Fig. 1: routed metal, one colour a layer
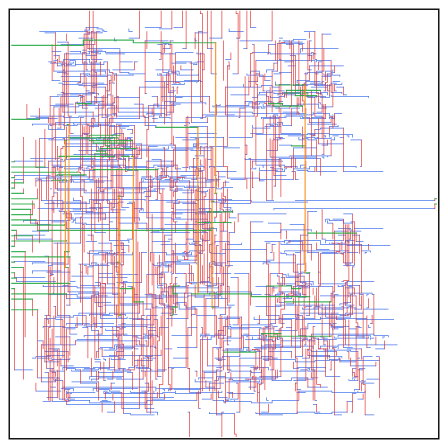
Fig. 2: clock wires, drivers and flops
Scale bar: 20 um.
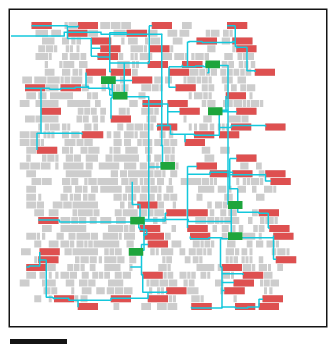
<file path="src/rtl/counter_pkg.sv">
// Shared display types and the hex to seven-segment lookup used by updown_counter_seg.
package counter_pkg;

    typedef logic [0:6] seg_t;  // segments a..g, active-low

    localparam seg_t SEG_BLANK = 7'b1111111;

    function automatic seg_t hex_to_seg(input logic [3:0] hex);
        seg_t s;
        case (hex)
            4'h0:    s = 7'b0000001;
            4'h1:    s = 7'b1001111;
            4'h2:    s = 7'b0010010;
            4'h3:    s = 7'b0000110;
            4'h4:    s = 7'b1001100;
            4'h5:    s = 7'b0100100;
            4'h6:    s = 7'b0100000;
            4'h7:    s = 7'b0001111;
            4'h8:    s = 7'b0000000;
            4'h9:    s = 7'b0000100;
            4'hA:    s = 7'b0001000;
            4'hB:    s = 7'b1100000;
            4'hC:    s = 7'b0110001;
            4'hD:    s = 7'b1000010;
            4'hE:    s = 7'b0110000;
            default: s = 7'b0111000;
        endcase
        return s;
    endfunction

endpackage

</file>
<file path="src/rtl/seg_scan.sv">
// Time-multiplexed hex display driver: one digit lit per scan slot, seg/an registered.
// SEG_LEADING_ZERO_BLANK_EN blanks digits above the most-significant non-zero nibble.
module seg_scan
    import counter_pkg::*;
#(
    parameter int SCAN_DIV   = 100_000,
    parameter int NUM_DIGITS = 4
) (
    input  logic                    clk,
    input  logic                    i_reset,
    input  logic [4*NUM_DIGITS-1:0] value,
    output seg_t                    seg,
    output logic [0:NUM_DIGITS-1]   an
);

    localparam int SW = (SCAN_DIV > 1) ? $clog2(SCAN_DIV) : 1;
    localparam int IW = (NUM_DIGITS > 1) ? $clog2(NUM_DIGITS) : 1;

    logic [SW-1:0]         scan_cnt;
    logic [IW-1:0]         idx;
    logic                  scan_end;
    logic [3:0]            nibble;
    logic                  show;
    logic [0:NUM_DIGITS-1] an_next;

    assign scan_end = (scan_cnt == SW'(SCAN_DIV - 1));
    assign nibble   = value[4*int'(idx) +: 4];

`ifdef SEG_LEADING_ZERO_BLANK_EN
    logic [IW-1:0] msd;

    // Digit 0 stays lit even for an all-zero value, so msd defaults to 0.
    always_comb begin
        msd = '0;
        for (int d = 0; d < NUM_DIGITS; d++) begin
            if (value[4*d +: 4] != 4'h0) msd = IW'(d);
        end
        show = (idx <= msd);
    end
`else
    assign show = 1'b1;
`endif

    always_comb begin
        an_next = '1;
        if (show) an_next[idx] = 1'b0;
    end

    always_ff @(posedge clk) begin
        if (i_reset) begin
            scan_cnt <= '0;
            idx      <= '0;
            seg      <= SEG_BLANK;
            an       <= '1;
        end else begin
            scan_cnt <= scan_end ? '0 : scan_cnt + SW'(1);
            if (scan_end) idx <= (idx == IW'(NUM_DIGITS - 1)) ? '0 : idx + IW'(1);
            seg <= show ? hex_to_seg(nibble) : SEG_BLANK;
            an  <= an_next;
        end
    end

endmodule

</file>
<file path="src/rtl/updown_counter_seg.sv">
// Up/down counter with prescaled step, synchronous load, wrap pulse, LED and hex display.
// Optional build macro: SEG_LEADING_ZERO_BLANK_EN (leading-zero blanking in seg_scan).
module updown_counter_seg
    import counter_pkg::*;
#(
    parameter int WIDTH      = 16,
    parameter int TICK_DIV   = 100_000_000,
    parameter int SCAN_DIV   = 100_000,
    parameter int NUM_DIGITS = 4
) (
    input  logic                  clk,
    input  logic                  i_reset,
    input  logic                  i_enable,
    input  logic                  i_up,
    input  logic                  i_load,
    input  logic [WIDTH-1:0]      i_load_value,
    output logic [WIDTH-1:0]      o_count,
    output logic                  o_wrap,
    output logic                  o_led,
    output seg_t                  seg,
    output logic [0:NUM_DIGITS-1] an,
    output logic                  dp
);

    localparam int PW = $clog2(TICK_DIV);

    logic [PW-1:0]           pre;
    logic                    tick;
    logic [4*NUM_DIGITS-1:0] disp_value;

    assign tick = (pre == PW'(TICK_DIV - 1)) & i_enable;

    // Load beats a coincident tick and restarts the prescale interval.
    always_ff @(posedge clk) begin
        if (i_reset) begin
            o_count <= '0;
            pre     <= '0;
            o_wrap  <= 1'b0;
        end else begin
            o_wrap <= 1'b0;
            if (i_load) begin
                o_count <= i_load_value;
                pre     <= '0;
            end else begin
                if (i_enable) pre <= tick ? '0 : pre + PW'(1);
                if (tick) begin
                    if (i_up) begin
                        o_count <= o_count + WIDTH'(1);
                        o_wrap  <= (o_count == '1);
                    end else begin
                        o_count <= o_count - WIDTH'(1);
                        o_wrap  <= (o_count == '0);
                    end
                end
            end
        end
    end

    assign o_led      = o_count[WIDTH-1];
    assign dp         = 1'b1;
    assign disp_value = (4*NUM_DIGITS)'(o_count);

    seg_scan #(
        .SCAN_DIV   (SCAN_DIV),
        .NUM_DIGITS (NUM_DIGITS)
    ) u_seg_scan (
        .clk     (clk),
        .i_reset (i_reset),
        .value   (disp_value),
        .seg     (seg),
        .an      (an)
    );

endmodule

</file>
<file path="config.mk">
export PLATFORM = sky130hd
export DESIGN_NAME = updown_counter_seg
export DESIGN_NICKNAME = d
export VERILOG_FILES = /design/src/rtl/counter_pkg.sv /design/src/rtl/seg_scan.sv /design/src/rtl/updown_counter_seg.sv
export SDC_FILE = /design/constraint.sdc
export NUM_CORES = 1
export LEC_CHECK = 0
export ABC_AREA = 0
export ABC_CLOCK_PERIOD_IN_PS = 2500
export CAP_MARGIN = 10
export CORE_MARGIN = 3
export CORE_UTILIZATION = 40
export CTS_BUF_LIST = sky130_fd_sc_hd__clkbuf_8
export DETAILED_ROUTE_END_ITERATION = 8
export PLACE_DENSITY = 0.61
export SYNTH_ARGS = -nofsm -noshare
export SYNTH_HDL_FRONTEND = slang
export SYNTH_HIERARCHICAL = 1
export SYNTH_SLANG_ARGS = --single-unit
</file>
<file path="constraint.sdc">
create_clock -name clk -period 2.5 [get_ports clk]
set_input_delay 0.625 -clock clk [delete_from_list [all_inputs] [get_ports clk]]
set_output_delay 0.625 -clock clk [all_outputs]
set_load 0.05 [all_outputs]
</file>
==> flow_summary.yaml <==
# generated from flow reports
synth:
  synth.mux.area_fraction_pct: 5.23
  area_leaders: "dfxtp_1 34%, ha_1 7.5%, xor2_1 5.3%, nor2_1 4.9%, nand2_1 4.2%"
  yosysWarningCount: 6
  syn_area_sq_um: 4330
  synth.avg_cell_area_sq_um: 8.51
placement:
  dpl_cell_area_sq_um: 5370
  hpwl_mm: 8.65
  port_buffers: 49
timing:
  clock-skew-final_ns: 0.00701
  final.setup.tns_ns: 0
  final-setup-viol-count: 0
  fin_crit_ns: 2.43
global_route:
  grt_pass1_vias: 4140
worst_setup_path:
  crit-reg2reg-launch: "o_count[0]"
  worst_ep_arrival_time_ns: 1.80
  critical-path-max-stage-delay_ns: 0.89
  critPathBufInv: 1
  critPathTopFamily: "buffers and inverters"
  cp_max_fo: 6
  startpoint: "o_count[8]"
pwr:
  pg_seq_mw: 1.26
  p_per_area_nw_per_um2: 468
  p_seq_share_pct: 47.2
  maxPowerGroup: "registers"
  vdd_drop_max_v: 0.000241
  p_sw_mw: 0.823
min_path:
  hold_class: "register to register"
floorplan:
  rows: 37
  die-area_sq_um: 12100
  die_h_um: 110
  n_tap_cell: 136
run_status:
  status: "complete, no violations"
cts:
  cts.clk_slew.worst_paths_ns: 0.08
  clock-root-buffer: "clkbuf_8"
  insertion_delay_ns: 0.35
  clock_path_buffers: 2
  h-tree-depth: 3
  numCtsBuffers: 9
routing:
  drt_first_iter_violations: 156
  wl_met3_um: 554
  wl_met1_mm: 5.22
finish:
  syn_to_final_growth_pct: 31.5
  top_regs: "pre (27), u_seg_scan/scan_cnt (17), o_count (16)"
  clockNetworkAreaShare_pct: 2.64
## Picture notes: Fig. 1
colour	layer	wire length
orange	M4	290 um
green	M3	554 um
red	M2	5,650 um
blue	M1	5,220 um
overall routing resource usage: 20.8%
WL final: 11.7 mm
DR vias: 4,108
routed len/inst: 15.7 um

## Picture notes: Fig. 2
[cyan] clock wires | length: 1,050 um
[red] flip-flops | count: 74
[green] clock-net drivers | count: 9
routed clock nets	10

No activity file was given, so power comes from the tool's default toggle rates.
